## config.mk

```make
export PLATFORM = sky130hd
export DESIGN_NAME = elevator_scheduler_flat
export DESIGN_NICKNAME = d
export VERILOG_FILES = /design/src/rtl/elevator_scheduler_if.sv /design/src/rtl/elevator_scheduler.sv /design/src/flat_wrapper.sv
export SDC_FILE = /design/constraint.sdc
export NUM_CORES = 1
export LEC_CHECK = 0
export CAP_MARGIN = 20
export CORE_MARGIN = 1
export CORE_UTILIZATION = 35
export CTS_CLUSTER_SIZE = 40
export DETAILED_ROUTE_END_ITERATION = 7
export PLACE_DENSITY_LB_ADDON = 0.05
export SLEW_MARGIN = 40
export SYNTH_ARGS = -nofsm -noshare
export SYNTH_HDL_FRONTEND = slang
export SYNTH_SLANG_ARGS = --single-unit
```

## constraint.sdc

```tcl
create_clock -name clk -period 3.4 [get_ports clk]
set_input_delay 0.68 -clock clk [delete_from_list [all_inputs] [get_ports clk]]
set_output_delay 0.68 -clock clk [all_outputs]
set_load 0.05 [all_outputs]
```

## src/rtl/elevator_scheduler_if.sv

```systemverilog
// Keypad-to-scheduler bus plus the car status outputs.
// Handshake: 'pressed' is a level from the keypad scanner and 'buttonBus' is
// valid whenever pressed=1. A key is taken exactly once, on the first cycle
// pressed is seen high. The scheduler has no ready signal and never stalls a key.
interface elevator_scheduler_if #(
  parameter int NUM_FLOORS = 8
);
  localparam int FW = $clog2(NUM_FLOORS);

  logic                  pressed;
  logic [3:0]            buttonBus;
  logic [FW-1:0]         floor;
  logic [NUM_FLOORS-1:0] req_pending;
  logic                  moving;
  logic                  dir_up;
  logic                  door_open;
  logic                  arrive;
  logic [1:0]            fsm_state;

  modport master (
    output pressed, buttonBus,
    input  floor, req_pending, moving, dir_up, door_open, arrive, fsm_state
  );

  modport slave (
    input  pressed, buttonBus,
    output floor, req_pending, moving, dir_up, door_open, arrive, fsm_state
  );
endinterface

```

## src/rtl/elevator_scheduler.sv

```systemverilog
// Elevator request scheduler and car sequencer.
// Latches floor calls into a pending bitmap and runs the car through
// IDLE/MOVE/DOOR with collective ordering: keep going the current way while
// calls remain ahead, otherwise turn around. Floor travel and door dwell are
// timed with a shared tick counter. fsm_state exposes the FSM for debug.
module elevator_scheduler #(
  parameter int NUM_FLOORS  = 8,
  parameter int FLOOR_TICKS = 1000,
  parameter int DOOR_TICKS  = 2000,
  parameter int TIMER_W     = 16
) (
  input  logic                 clk,
  input  logic                 rst,
  elevator_scheduler_if.slave  bus
);
  localparam int FW = $clog2(NUM_FLOORS);

  typedef enum logic [1:0] {
    IDLE = 2'd0,
    MOVE = 2'd1,
    DOOR = 2'd2
  } state_t;

  state_t                state;
  logic [FW-1:0]         floor_q;
  logic [NUM_FLOORS-1:0] req_q;
  logic                  dir_q;
  logic                  moving_q;
  logic                  door_q;
  logic                  arrive_q;
  logic [TIMER_W-1:0]    timer_q;
  logic                  pressed_q;

  // One-hot of a key code; codes outside the floor range give all zeros.
  function automatic logic [NUM_FLOORS-1:0] onehot(input logic [3:0] c);
    logic [NUM_FLOORS-1:0] r;
    for (int i = 0; i < NUM_FLOORS; i++) r[i] = (c == 4'(i));
    return r;
  endfunction

  // Any pending call strictly above (up=1) or strictly below (up=0) floor f.
  function automatic logic any_dir(input logic [NUM_FLOORS-1:0] p,
                                   input logic [FW-1:0] f, input logic up);
    logic r;
    r = 1'b0;
    for (int i = 0; i < NUM_FLOORS; i++) begin
      if (p[i] && (up ? (FW'(i) > f) : (FW'(i) < f))) r = 1'b1;
    end
    return r;
  endfunction

  logic                  accept;
  logic [3:0]            code;
  logic                  at_here;
  logic                  hold;
  logic                  cancel;
  logic [NUM_FLOORS-1:0] code_oh;
  logic [NUM_FLOORS-1:0] here_oh;
  logic [NUM_FLOORS-1:0] next_oh;
  logic [NUM_FLOORS-1:0] set_mask;
  logic [NUM_FLOORS-1:0] pend_n;
  logic [NUM_FLOORS-1:0] door_pend;
  logic [FW-1:0]         next_floor;
  logic                  ahead_idle;
  logic                  behind_idle;
  logic                  ahead_door;
  logic                  behind_door;
  logic                  ahead_arrive;
  logic                  floor_done;
  logic                  door_done;

  // Key decode and look-ahead/behind terms for the FSM.
  always_comb begin
    accept     = bus.pressed & ~pressed_q;
    code       = bus.buttonBus;
    code_oh    = onehot(code);
    here_oh    = onehot(4'(floor_q));
    at_here    = accept && (code == 4'(floor_q));
    hold       = accept && (code == 4'hE);
    cancel     = accept && (code == 4'hF);
    // A call for the current floor only latches while travelling away from it.
    set_mask   = '0;
    if (accept) set_mask = code_oh & ((state == MOVE) ? '1 : ~here_oh);
    pend_n     = cancel ? '0 : (req_q | set_mask);
    door_pend  = pend_n & ~here_oh;
    next_floor = dir_q ? (floor_q + FW'(1)) : (floor_q - FW'(1));
    next_oh    = onehot(4'(next_floor));
    ahead_idle   = any_dir(req_q, floor_q, dir_q);
    behind_idle  = any_dir(req_q, floor_q, ~dir_q);
    ahead_door   = any_dir(door_pend, floor_q, dir_q);
    behind_door  = any_dir(door_pend, floor_q, ~dir_q);
    ahead_arrive = any_dir(pend_n, next_floor, dir_q);
    floor_done   = (timer_q == TIMER_W'(FLOOR_TICKS - 1));
    door_done    = (timer_q == TIMER_W'(DOOR_TICKS - 1));
  end

  // Car sequencer FSM with registered outputs.
  always_ff @(posedge clk or posedge rst) begin
    if (rst) begin
      state     <= IDLE;
      floor_q   <= '0;
      req_q     <= '0;
      dir_q     <= 1'b1;
      moving_q  <= 1'b0;
      door_q    <= 1'b0;
      arrive_q  <= 1'b0;
      timer_q   <= '0;
      pressed_q <= 1'b0;
    end else begin
      pressed_q <= bus.pressed;
      arrive_q  <= 1'b0;
      case (state)
        IDLE: begin
          req_q   <= pend_n;
          timer_q <= '0;
          if (at_here || hold) begin
            state  <= DOOR;
            door_q <= 1'b1;
          end else if (ahead_idle) begin
            state    <= MOVE;
            moving_q <= 1'b1;
          end else if (behind_idle) begin
            state    <= MOVE;
            moving_q <= 1'b1;
            dir_q    <= ~dir_q;
          end
        end
        MOVE: begin
          if (floor_done) begin
            timer_q  <= '0;
            floor_q  <= next_floor;
            arrive_q <= 1'b1;
            if (|(pend_n & next_oh)) begin
              // Servicing the new floor wins over a call for it set this cycle.
              state    <= DOOR;
              moving_q <= 1'b0;
              door_q   <= 1'b1;
              req_q    <= pend_n & ~next_oh;
            end else begin
              req_q <= pend_n;
              if (!ahead_arrive) begin
                state    <= IDLE;
                moving_q <= 1'b0;
              end
            end
          end else begin
            timer_q <= timer_q + TIMER_W'(1);
            req_q   <= pend_n;
          end
        end
        DOOR: begin
          req_q <= door_pend;
          if (at_here || hold) begin
            timer_q <= '0;
          end else if (door_done) begin
            timer_q <= '0;
            door_q  <= 1'b0;
            if (ahead_door) begin
              state    <= MOVE;
              moving_q <= 1'b1;
            end else if (behind_door) begin
              state    <= MOVE;
              moving_q <= 1'b1;
              dir_q    <= ~dir_q;
            end else begin
              state <= IDLE;
            end
          end else begin
            timer_q <= timer_q + TIMER_W'(1);
          end
        end
        default: begin
          state <= IDLE;
        end
      endcase
    end
  end

  assign bus.floor       = floor_q;
  assign bus.req_pending = req_q;
  assign bus.moving      = moving_q;
  assign bus.dir_up      = dir_q;
  assign bus.door_open   = door_q;
  assign bus.arrive      = arrive_q;
  assign bus.fsm_state   = state;
endmodule
```

## src/flat_wrapper.sv

```systemverilog
// flat-port wrapper written by rule: the top's interface ports become plain ports
module elevator_scheduler_flat 
#(
  parameter int NUM_FLOORS  = 8,
  parameter int FLOOR_TICKS = 1000,
  parameter int DOOR_TICKS  = 2000,
  parameter int TIMER_W     = 16
)
  (clk, rst, bus_pressed, bus_buttonBus, bus_floor, bus_req_pending, bus_moving, bus_dir_up, bus_door_open, bus_arrive, bus_fsm_state);
  elevator_scheduler_if #(.NUM_FLOORS(NUM_FLOORS)) bus_i ();
  input  logic clk;
  input  logic rst;
  input wire logic [$bits(bus_i.pressed)-1:0] bus_pressed;
  input wire logic [$bits(bus_i.buttonBus)-1:0] bus_buttonBus;
  output wire logic [$bits(bus_i.floor)-1:0] bus_floor;
  output wire logic [$bits(bus_i.req_pending)-1:0] bus_req_pending;
  output wire logic [$bits(bus_i.moving)-1:0] bus_moving;
  output wire logic [$bits(bus_i.dir_up)-1:0] bus_dir_up;
  output wire logic [$bits(bus_i.door_open)-1:0] bus_door_open;
  output wire logic [$bits(bus_i.arrive)-1:0] bus_arrive;
  output wire logic [$bits(bus_i.fsm_state)-1:0] bus_fsm_state;
  assign bus_i.pressed = bus_pressed;
  assign bus_i.buttonBus = bus_buttonBus;
  assign bus_floor = bus_i.floor;
  assign bus_req_pending = bus_i.req_pending;
  assign bus_moving = bus_i.moving;
  assign bus_dir_up = bus_i.dir_up;
  assign bus_door_open = bus_i.door_open;
  assign bus_arrive = bus_i.arrive;
  assign bus_fsm_state = bus_i.fsm_state;
  elevator_scheduler #(.NUM_FLOORS(NUM_FLOORS), .FLOOR_TICKS(FLOOR_TICKS), .DOOR_TICKS(DOOR_TICKS), .TIMER_W(TIMER_W)) u_core (.clk(clk), .rst(rst), .bus(bus_i));
endmodule
```

==> run_1/clk_routes.png <==
Scale: 3 px per um.
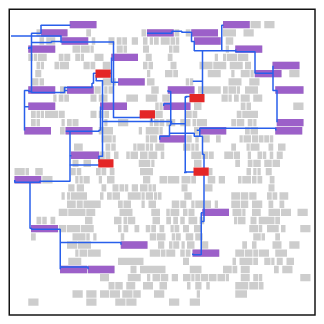
[red] clock drivers | count: 5
[purple] flip-flops | count: 34
[blue] clock wires | length: 631 um
routed clock nets: 6

==> run_1/placement.png <==
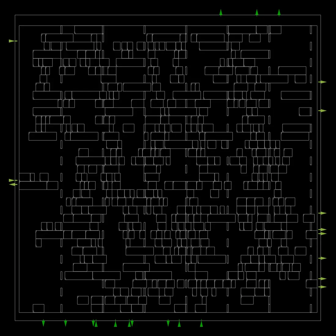
post-route insts no fill: 605
well tap count: 129
flop count: 34
sequential share of cell area: 0.211

==> run_1/placement_by_type.png <==
Scale: 3 px per um.
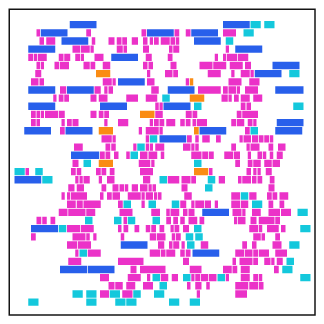
[blue] flops | cells: 34 | share of their area: 22%
[cyan] other buffers and delay cells | cells: 56 | share of their area: 12%
[orange] clock drivers and dummy loads | cells: 8 | share of their area: 2.4%
[magenta] combinational and other logic | cells: 378 | share of their area: 63%

==> run_1/flops_by_reg.png <==
Scale: 3 px per um. Other sequential cells in the stronger gray, the rest of the logic in the fainter gray.
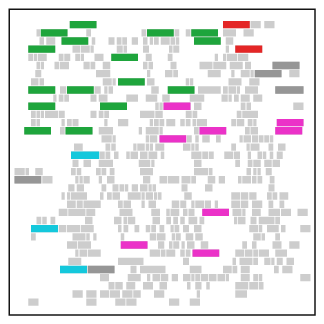
[green] u_core.timer_q | sequential cells: 16
[cyan] u_core.bus.floor | sequential cells: 3
[red] u_core.bus.fsm_state | sequential cells: 2
[magenta] u_core.bus.req_pending | sequential cells: 8
not colored: 5

-- run 1: flip-flops by register name, summed over array words and instances (netlist names) --
| register | cells |
|---|---|
| u_core.bus.arrive | 1 |
| u_core.bus.dir_up | 1 |
| u_core.bus.door_open | 1 |
| u_core.bus.floor | 3 |
| u_core.bus.fsm_state | 2 |
| u_core.bus.moving | 1 |
| u_core.bus.req_pending | 8 |
| u_core.pressed_q | 1 |
| u_core.timer_q | 16 |
-- run 1: power groups by stage --
stage	logic (mW)	clock network (mW)	registers (mW)
final	1.82	0.332	0.610
after global routing	1.96	0.355	0.623
after CTS	1.80	0.344	0.609
after detailed placement	1.80	0	0.617
after global placement	1.82	0	0.616
after floorplan	1.12	0	0.732
-- run 1: placed cells by master, fill, tap and decap left out, types with 3 or more instances in the layout --
cell type,synthesis,routed
nor2b_1,6,6
and3_1,7,7
inv_1,22,22
nand3_1,13,13
a211oi_2,3,3
nand2_1,35,35
a211oi_1,7,7
a21oi_1,24,24
a221oi_1,10,10
o31ai_1,6,6
a22oi_1,5,5
buf_4,3,33
clkdlybuf4s50_1,0,23
clkbuf_8,0,6
a21o_1,4,4
o21ai_0,56,56
a31oi_1,10,10
o211ai_1,4,4
mux2i_1,5,5
xnor2_1,7,7
nor3b_1,3,3
a41oi_1,3,3
dfrtp_1,33,32
nor3_1,13,13
nor4_1,4,4
nor2_1,38,38
nand2b_1,12,12
ha_1,12,12
-- run 1: area by class of cell --
cell class | count | share of cell area
Tap cell | 129 | 0.0399
Clock buffer | 7 | 0.0213
Inverter | 23 | 0.0213
Sequential cell | 34 | 0.211
Timing Repair Buffer | 56 | 0.118
Clock inverter | 1 | 0.00124
Multi-Input combinational cell | 355 | 0.587
==> Changelog: implementation, run 1 <==
## Flow update

* Max clock buf depth at 2
* CP startpoint: bus_pressed
* Worst skew pair latency at 300 ps
* Count of pins over their slew limit at 0
* Slowest library cell on the worst path: clkdlybuf4s50_1
* Count of input and output buffers at 23
* Avg WL per Cell at 19.3 um
* GP Congestion at 0.924
* Number of enable flip-flop cells at 0
* I/O pin count at 24
* Global route overflow at 0
* Post-route ant nets at 0
* Synth-to-Final Area Change at 16.9%
* Worst r2r src: u_core.bus.floor[0]
* Worst slew pin tran at 725 ps
* WP buf/inv at 1
* Synth async-reset ratio at 1.00
* RSZ-0062 raised after global routing: no
* Clock buffer count from CTS at 5
* Met3 wire length at 599 um
* CTS tree: built
* Post-DP HPWL at 8.72 mm
* Compound-gate portion of the synthesized area at 0.328
* Layout cells sized above 1 at 0.149
* Final hold violation count at 0
* Area share, top type at 0.239
* Inst Count DP at 597
* Max-slew headroom at 0.517
* Design Area, Final at 4050 um^2
* Routed vias at 3,589
* Post-synth mux share at 0.0210
* Hold_buf cts at 0
* Setup TNS at 0 ps
* Hold path startpoint: u_core.timer_q[15]
* Largest net degree at the start of global routing at 35
* Synth Area in Simple Gates at 0.267
* Tmin final at 3220 ps
* Comb area at 2380 um^2
* H-tree levels at 2
* DRC Markers at 0
* First-pass iteration count of the detailed router at 5
* DRT met1 WL at 5.53 mm
* Power Density at 683 nW/um^2
* Seq pwr share at 0.221
* Metal2 WL at 5.19 mm
* Maximum vdd drop at 0.285 mV
* CP Max Fanout at 7
* Post-CTS sizing at 0
* Final layout net count at approximately 500
* Net Sw Frac at 0.514
* Final Util at 0.430
* Peak-usage layer in the global routing report: met2
* Die X at 101 um
* Setup Buffers After CTS at 0
* Comb pwr share at 0.659
* DR top layer: met4
* Pint at 1.34 mW
* CP Class: in -> reg
* Unique cell types at 83
* Sequential-to-total area share from yosys stat at 0.246
* Yosys reg bits at 34
* Worst reg2reg path depth at 10
* Rows at 35
* Worst Clk Skew at 10.5 ps
* Final Power at about 2.8 mW
* Hold Crit Class: reg -> reg
* CP Capture Type: flip-flop
* Core area at 9420 um^2
* Stages on worst setup path at 9
* FF-to-FF End: u_core.bus.fsm_state[1]
* Clock Sinks at 34
* Setup Viol. Count Final at 0
* Status: finished clean
* Total Routing Usage GR at 0.240
* Post-Synthesis Cell Area at 3460 um^2
* Post-layout period usage at 0.946
* Static Leak at around 1.6 nW
* Synth area leader: dfrtp_1
* Crit path cell chain: clkdlybuf4s50_1 > nor4b_4 > nor2_1 > nor3_1 > a22oi_1 > and3_4 > o41ai_1 > a31oi_1 > o21ba_1
* CP arrival at 3410 ps
* Mapped Cells at 437
* Most frequent cell after synthesis: o21ai_0
* Height of the chip at 101 um
* Synth Net Count at 456
* XORs/XNORs by Area at 0.0275
* Met1 global-route usage at 0.338
* Reg2Reg Setup Slack at 300 ps
* Crit start category: input pin
* Root Driver: clkbuf_8
* Worst setup endpoint: u_core.bus.req_pending[3]
* FP Core Util at 0.368
* DRT iter0 DRCs at 351
* CP delay by family, top: simple AND/OR/NAND/NOR gates
* First-pass GRT wire length at 18.8 mm
* Crit path required time at 3590 ps
* Chip Area at 10,300 um^2
* Clock network power share at 0.120
* Dpl cell area at 3960 um^2
* Top cells by count: 56 x o21ai_0, 38 x nor2_1, 35 x nand2_1, 33 x dfrtp_1, 24 x a21oi_1
* Worst slack, placed at -36.5 ps
* Reg area at around 850 um^2
* Initial antenna violation count at 0
* Yosys stat chip area at roughly 3500 um^2
* Worst Hold End: u_core.timer_q[15]
* Max-cap violations at 0
* Grt met2 use at 0.368
* Most used flip-flop cell after synthesis: dfrtp_1
* Worst setup margin at roughly 180 ps
* Comb area leader: AND-OR/OR-AND gates
* Top cells by area: dfrtp_1 24%, o21ai_0 8.1%, ha_1 4.3%, nor2_1 4.1%, nand2_1 3.8%
* # fillers at 947
* WHS Path Cells at 1
* CP max stage delay at 640 ps
* Post-DR vias/cell at 5.93
* Post-Route WL at approximately 12 mm
* P_sw at 1.42 mW
* Worst hold margin at 502 ps
* Cell count in the Yosys report at 437
* Clk slew on worst S/H paths at 80 ps
* Avg Inst Size Synth at 7.92 um^2
* Synth warnings at 0
* Vias in the first global route at 3,438
* OpenROAD warnings at 34
* Global Route met3 Usage at 0.0297
* Fmax at 0.311 GHz
* Ant. Diodes at 0
* FA/HA/MAJ Cells, Area Fraction at 0.0434
==> run 2, diff against run 1 <==
CORE_MARGIN = not set   (was 1)
SETUP_SLACK_MARGIN = 0.3   (was not set)
clock period = 3.75 ns   (was 3.4 ns; I/O delays follow)
==> run_2/placement.png <==
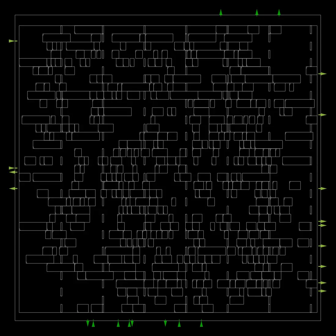
core area: 9420 um^2
sequential share of cell area: 0.217

==> run_2/placement_by_type.png <==
Scale: 3 px per um.
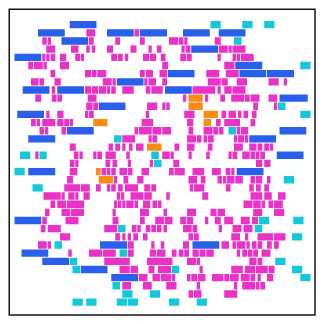
[magenta] combinational and other logic | cells: 378 | share of their area: 66%
[blue] flops | cells: 34 | share of their area: 23%
[orange] clock drivers and dummy loads | cells: 8 | share of their area: 2.5%
[cyan] other buffers and delay cells | cells: 38 | share of their area: 9.1%

==> Changelog: implementation, run 2 <==
## Flow update

* Worst Clk Skew at 7.83 ps (was 10.5 ps)
* Seq pwr share at 0.227 (was 0.221)
* Post-layout period usage at 0.883
* Static Leak at 1.51 nW (was 1.59 nW)
* Post-DP HPWL at 8.35 mm (was 8.72 mm)
* CP Class: in -> reg (unchanged)
* GP Congestion at 0.917 (was 0.924)
* Initial antenna violation count at 0 (unchanged)
* DRT met1 WL at 5.36 mm (was 5.53 mm)
* Largest register FFs at 16 (unchanged)
* Crit path cell chain: clkdlybuf4s50_1 > nor4b_4 > a31oi_1 > nor4_1 > nor4_2 > and3_4 > o41ai_1 > a31oi_1 > o21ba_1 (was clkdlybuf4s50_1 > nor4b_4 > nor2_1 > nor3_1 > a22oi_1 > and3_4 > o41ai_1 > a31oi_1 > o21ba_1)
* CP arrival at 3490 ps (was 3410 ps)
* Mapped Cells at 437 (unchanged)
* DRC Markers at 0 (unchanged)
* CTS tree: built (unchanged)
* Worst slew pin tran at 734 ps (was 725 ps)
* Worst hold margin at 495 ps (was 502 ps)
* Power Density at 622 nW/um^2 (was 683 nW/um^2)
* Maximum vdd drop at 0.380 mV (was 0.285 mV)
* First-pass iteration count of the detailed router at 7 (was 5)
* Comb pwr share at 0.646 (was 0.659)
* Final hold violation count at 0 (unchanged)
* Post-route ant nets at 0 (unchanged)
* Crit start category: input pin (unchanged)
* Hold Crit Class: reg -> reg (unchanged)
* Max clock buf depth at 2 (unchanged)
* Routed vias at 3,582 (was 3,589)
* Synth-to-Final Area Change at 13.2% (was 16.9%)
* Status: finished clean (unchanged)
* Global route overflow at 0 (unchanged)
* Max-slew headroom at 0.511 (was 0.517)
* Post-DR vias/cell at 6.10 (was 5.93)
* CP max stage delay at 610 ps (was 640 ps)
* OpenROAD warnings at 35 (was 34)
* Root Driver: clkbuf_8 (unchanged)
* Chip Area at 10,300 um^2 (unchanged)
* Largest net degree at the start of global routing at 35 (unchanged)
* Vias in the first global route at 3,359 (was 3,438)
* Tmin final at between 3000 and 4000 ps
* H-tree levels at 2 (unchanged)
* Clk slew on worst S/H paths at 90 ps (was 80 ps)
* Net Sw Frac at 0.521 (was 0.514)
* CP Capture Type: flip-flop (unchanged)
* P_sw at 1.27 mW (was 1.42 mW)
* Count of input and output buffers at 23 (unchanged)
* FP Core Util at 0.368 (unchanged)
* Yosys stat chip area at 3460 um^2 (unchanged)
* Clock Sinks at 34 (unchanged)
* DR top layer: met4 (unchanged)
* Setup Buffers After CTS at 0 (unchanged)
* Biggest register: u_core.timer_q (unchanged)
* Max-cap violations at 0 (unchanged)
* Most frequent cells in the layout: 55 x o21ai_0, 38 x nor2_1, 35 x nand2_1 (was 56 x o21ai_0, 38 x nor2_1, 35 x nand2_1)
* Count of pins over their slew limit at 0 (unchanged)
* Final Util at 0.416 (was 0.430)
* Slowest library cell on the worst path: clkdlybuf4s50_1 (unchanged)
* Yosys reg bits at 34 (unchanged)
* Avg WL per Cell at 19.6 um (was 19.3 um)
* Post-Route WL at 11.5 mm (was 11.7 mm)
* Most frequent cell after synthesis: o21ai_0 (unchanged)
* Most frequent logic cell in the layout: o21ai_0 (unchanged)
* Avg Inst Size Synth at 7.92 um^2 (unchanged)
* Top cells by count: 56 x o21ai_0, 38 x nor2_1, 35 x nand2_1, 33 x dfrtp_1, 24 x a21oi_1 (unchanged)
* Die X at 101 um (unchanged)
* Synth warnings at 0 (unchanged)
* Total Routing Usage GR at 0.237 (was 0.240)
* Top cells by area: dfrtp_1 24%, o21ai_0 8.1%, ha_1 4.3%, nor2_1 4.1%, nand2_1 3.8% (unchanged)
* Post-CTS sizing at 0 (unchanged)
* Setup Viol. Count Final at 0 (unchanged)
* CP Max Fanout at 8 (was 7)
* Global Route met3 Usage at 0.0311 (was 0.0297)
* I/O pin count at 24 (unchanged)
* Synth async-reset ratio at 1.00 (unchanged)
* Unique cell types at 83 (unchanged)
* DRT iter0 DRCs at 320 (was 351)
* Reg area at 852 um^2 (was 853 um^2)
==> run 2: through the flow <==
step,worst slack [ps],power [mW],cells
4_1_cts,458,2.44,587
2_1_floorplan,301,1.68,437
5_1_grt,300,2.62,587
3_3_place_gp,180,2.13,579
3_5_place_dp,159,2.12,579
6_report,439,2.44,587
==> run 2: cells by family (layout without fill, tap and decap cells) <==
group	after synthesis	after routing	share of synthesized area
muxes	7	7	0.0210
xor gates and xnor gates	10	10	0.0275
adders and majority gates	12	12	0.0434
AOI/OAI and AO/OA	164	164	0.328
buffers and inverters	48	69	0.0672
DFF	34	34	0.246
and+or+nand+nor	162	162	0.267
==> run 2: power groups by stage <==
stage | registers [mW] | logic [mW] | clock network (mW)
finish | 0.554 | 1.58 | 0.310
global route | 0.567 | 1.72 | 0.335
CTS | 0.550 | 1.57 | 0.324
detailed placement | 0.556 | 1.56 | 0
global placement | 0.558 | 1.57 | 0
floorplan | 0.664 | 1.01 | 0
==> run 2: path summary, 6_finish.rpt <==
path / start / end / depth (start not counted) / slack [ps]
hold reg to reg: u_core.timer_q[15] / u_core.timer_q[15] / 1 / 500
setup reg to reg: u_core.bus.floor[0] / u_core.bus.req_pending[3] / 11 / 570
max in group asynchronous: rst / u_core.bus.dir_up / 3 / 2530
hold / removal: u_core.timer_q[15] / u_core.timer_q[15] / 1 / 500
min in group asynchronous: rst / u_core.bus.req_pending[7] / 3 / 850
setup / recovery: bus_buttonBus[3] / u_core.bus.req_pending[3] / 9 / 440
==> run 2: final cells by class <==
class / count / share of cell area
Timing Repair Buffer: 38 / 0.0875
Inverter: 23 / 0.0220
Sequential cell: 34 / 0.217
Multi-Input combinational cell: 355 / 0.608
Tap cell: 129 / 0.0412
Clock inverter: 2 / 0.00319
Clock buffer: 6 / 0.0211
==> run 3, diff against run 2 <==
ABC_CLOCK_PERIOD_IN_PS = 3750   (was not set)
SETUP_SLACK_MARGIN = 0.5   (was 0.3)
==> run_3/placement.png <==
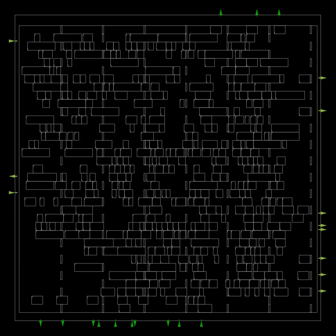
post-route insts no fill: 594
sequential share of cell area: 0.213
Final Util: 0.425

==> run_3/flops_by_reg.png <==
Scale: 3 px per um. Other sequential cells in the stronger gray, the rest of the logic in the fainter gray.
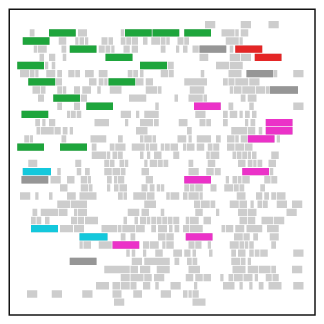
[magenta] u_core.bus.req_pending | sequential cells: 8
[green] u_core.timer_q | sequential cells: 16
[red] u_core.bus.fsm_state | sequential cells: 2
[cyan] u_core.bus.floor | sequential cells: 3

==> Changelog: implementation, run 3 <==
## Flow update

* Cell count in the Yosys report at 437 (unchanged)
* H-tree levels at 2 (unchanged)
* Worst hold margin at 491 ps (was 495 ps)
* Crit path required time at 3920 ps (was 3930 ps)
* Worst slack, placed at 83.1 ps (was 159 ps)
* Fmax at 0.319 GHz (was 0.302 GHz)
* Static Leak at 1.57 nW (was 1.51 nW)
* Initial antenna violation count at 0 (unchanged)
* Top cell by count, worst path: a211oi_1 (was a31oi_1)
* Hold path startpoint: u_core.timer_q[15] (unchanged)
* Most frequent logic cell in the layout: o21ai_0 (unchanged)
* Avg Inst Size Synth at 7.92 um^2 (unchanged)
* Number of enable flip-flop cells at 0 (unchanged)
* Most frequent cells in the layout: 54 x o21ai_0, 38 x nor2_1, 35 x nand2_1 (was 55 x o21ai_0, 38 x nor2_1, 35 x nand2_1)
* Slowest library cell on the worst path: dfrtp_2 (was clkdlybuf4s50_1)
* DRC Markers at 0 (unchanged)
* Final hold violation count at 0 (unchanged)
* Routed vias at 3,593 (was 3,582)
* Total Routing Usage GR at 0.238 (was 0.237)
* RSZ-0062 raised after global routing: yes (unchanged)
* Post-DR vias/cell at 6.05 (was 6.10)
* Crit start category: flip-flop (was input pin)
* Setup TNS at 0 ps (unchanged)
* Area share, top type at 0.239 (unchanged)
* Mapped Cells at 437 (unchanged)
* Most frequent cell after synthesis: o21ai_0 (unchanged)
* Ant. Diodes at 0 (unchanged)
* Synth async-reset ratio at 1.00 (unchanged)
* Layout cells sized above 1 at 0.144 (was 0.118)
* Global route overflow at 0 (unchanged)
* CP startpoint: u_core.bus.floor[1] (was bus_buttonBus[3])
* Clock buffer count from CTS at 5 (unchanged)
* I/O pin count at 24 (unchanged)
* Most used flip-flop cell after synthesis: dfrtp_1 (unchanged)
* Max-slew headroom at 0.489 (was 0.511)
* First-pass iteration count of the detailed router at 5 (was 7)
* CP Max Fanout at 11 (was 8)
* Inst Count DP at 580 (was 579)
* CP max stage delay at 460 ps (was 610 ps)
* Top cells by count: 56 x o21ai_0, 38 x nor2_1, 35 x nand2_1, 33 x dfrtp_1, 24 x a21oi_1 (unchanged)
* Hold_buf cts at 0 (unchanged)
* Worst setup margin at 614 ps (was 439 ps)
* Yosys stat chip area at 3460 um^2 (unchanged)
* Post-route ant nets at 0 (unchanged)
* CP Capture Type: flip-flop (unchanged)
* CP arrival at 3310 ps (was 3490 ps)
* Sequential-to-total area share from yosys stat at 0.246 (unchanged)
* Synth warnings at 0 (unchanged)
* Design Area, Final at 4010 um^2 (was 3920 um^2)
* Post-layout period usage at 0.836 (was 0.883)
* # fillers at 960 (was 963)
* Root Driver: clkbuf_8 (unchanged)
* OpenROAD warnings at 35 (unchanged)
* Post-Synthesis Cell Area at 3460 um^2 (unchanged)
* Status: finished clean (unchanged)
* Count of pins over their slew limit at 0 (unchanged)
* Largest net degree at the start of global routing at 30 (was 35)
* Avg WL per Cell at 19.5 um (was 19.6 um)
* Unique cell types at 83 (unchanged)
* FP Core Util at 0.368 (unchanged)
* Synth Net Count at 456 (unchanged)
* Final Power at 2.45 mW (was 2.44 mW)
* Vias in the first global route at 3,402 (was 3,359)
* Largest register FFs at 16 (unchanged)
* Max-cap violations at 0 (unchanged)
* Rows at 35 (unchanged)
* GP Congestion at 0.932 (was 0.917)
* Clock Sinks at 34 (unchanged)
* Reg2Reg Setup Slack at 610 ps (was 570 ps)
* Power Density at 612 nW/um^2 (was 622 nW/um^2)
* Synth area leader: dfrtp_1 (unchanged)
* Maximum vdd drop at 0.286 mV (was 0.380 mV)
* Post-CTS sizing at 2 (was 0)
* Hold Crit Class: reg -> reg (unchanged)
* First-pass GRT wire length at 18.8 mm (was 18.7 mm)
* Post-Route WL at 11.6 mm (was 11.5 mm)
* Worst slew pin tran at 767 ps (was 734 ps)
* Height of the chip at 101 um (unchanged)
* Max clock buf depth at 2 (unchanged)
* Yosys reg bits at 34 (unchanged)
* Die X at 101 um (unchanged)
* Dpl cell area at 3830 um^2 (was 3820 um^2)
* Post-DP HPWL at 8.44 mm (was 8.35 mm)
* Worst r2r src: u_core.bus.floor[1] (was u_core.bus.floor[0])
* Count of input and output buffers at 23 (unchanged)
* Tmin final at 3140 ps (was 3310 ps)
* Top cells by area: dfrtp_1 24%, o21ai_0 8.1%, ha_1 4.3%, nor2_1 4.1%, nand2_1 3.8% (unchanged)
* Worst skew pair latency at 290 ps (was 300 ps)
* CTS tree: built (unchanged)
* Setup Buffers After CTS at 2 (was 0)
* Crit path cell chain: inv_1 > ha_2 > nand2b_1 > a2bb2oi_1 > a211oi_1 > nor4_2 > a31oi_2 > buf_4 > nand2_1 > a21oi_1 > a211oi_1 (was clkdlybuf4s50_1 > nor4b_4 > a31oi_1 > nor4_1 > nor4_2 > and3_4 > o41ai_1 > a31oi_1 > o21ba_1)
* Clk slew on worst S/H paths at 80 ps (was 90 ps)
* Final layout net count at 483 (was 476)
* Chip Area at 10,300 um^2 (unchanged)
* Core area at 9420 um^2 (unchanged)
* CP Class: reg -> reg (was in -> reg)
* Worst Clk Skew at 8.51 ps (was 7.83 ps)
* Biggest register: u_core.timer_q (unchanged)
* Setup Viol. Count Final at 0 (unchanged)
* Synth-to-Final Area Change at 15.7% (was 13.2%)
* DRT iter0 DRCs at 323 (was 320)
run 3: cell counts after synthesis:
No cell type changed its count.
run 3: final cells by class:
cell class	count	area (um^2)	share of cell area
Multi-Input combinational cell	355	2410	0.601
Inverter	23	86.3	0.0216
Tap cell	129	161	0.0403
Clock buffer	6	82.6	0.0206
Clock inverter	2	12.5	0.00312
Sequential cell	34	855	0.213
Timing Repair Buffer	45	402	0.100
run 3: worst paths after layout:
| path | endpoint | cells past startpoint |
|---|---|---|
| min in group asynchronous | u_core.bus.req_pending[0] | 2 |
| hold / removal | u_core.timer_q[15] | 1 |
| hold reg to reg | u_core.timer_q[15] | 1 |
| setup reg to reg | u_core.bus.req_pending[5] | 11 |
| max in group asynchronous | u_core.bus.dir_up | 3 |
| setup / recovery | u_core.bus.req_pending[5] | 11 |
run 3: per-layer routing:
layer,part of all wire,wire length [um],vias up,track usage
met4,0.034,392,0,0.105
met2,0.44,5080,139,0.355
li1,-,-,1700,-
met1,0.47,5410,1720,0.338
met3,0.058,673,34,0.0366
met5,0,0,-,0
run 3: where the power goes:
part / internal, mW / leakage [nW] / switching (mW)
combinational: 0.600 / 1.07 / 1.00
clock: 0.148 / 0.0472 / 0.151
sequential: 0.431 / 0.453 / 0.119
run 3: logic make-up after synthesis:
logic type,Yosys count,share of synthesized area
DFF,34,0.246
xor gates and xnor gates,10,0.0275
AOI/OAI and AO/OA,164,0.328
adders and majority gates,12,0.0434
and+or+nand+nor,162,0.267
buffers and inverters,48,0.0672
muxes,7,0.0210
run 3: critical path, delay by kind of cell, from the launching register on:
| family | cells | cell delay, ps |
|---|---|---|
| buffers and inverters | 2 | 300 |
| flip-flops | 1 | 460 |
| adder cells (fa/ha/maj) | 1 | 460 |
| AND-OR/OR-AND | 5 | 1080 |
| AND/OR/NAND/NOR | 3 | 730 |
Power figures rest on the tool's default switching activity, not on a simulated workload.
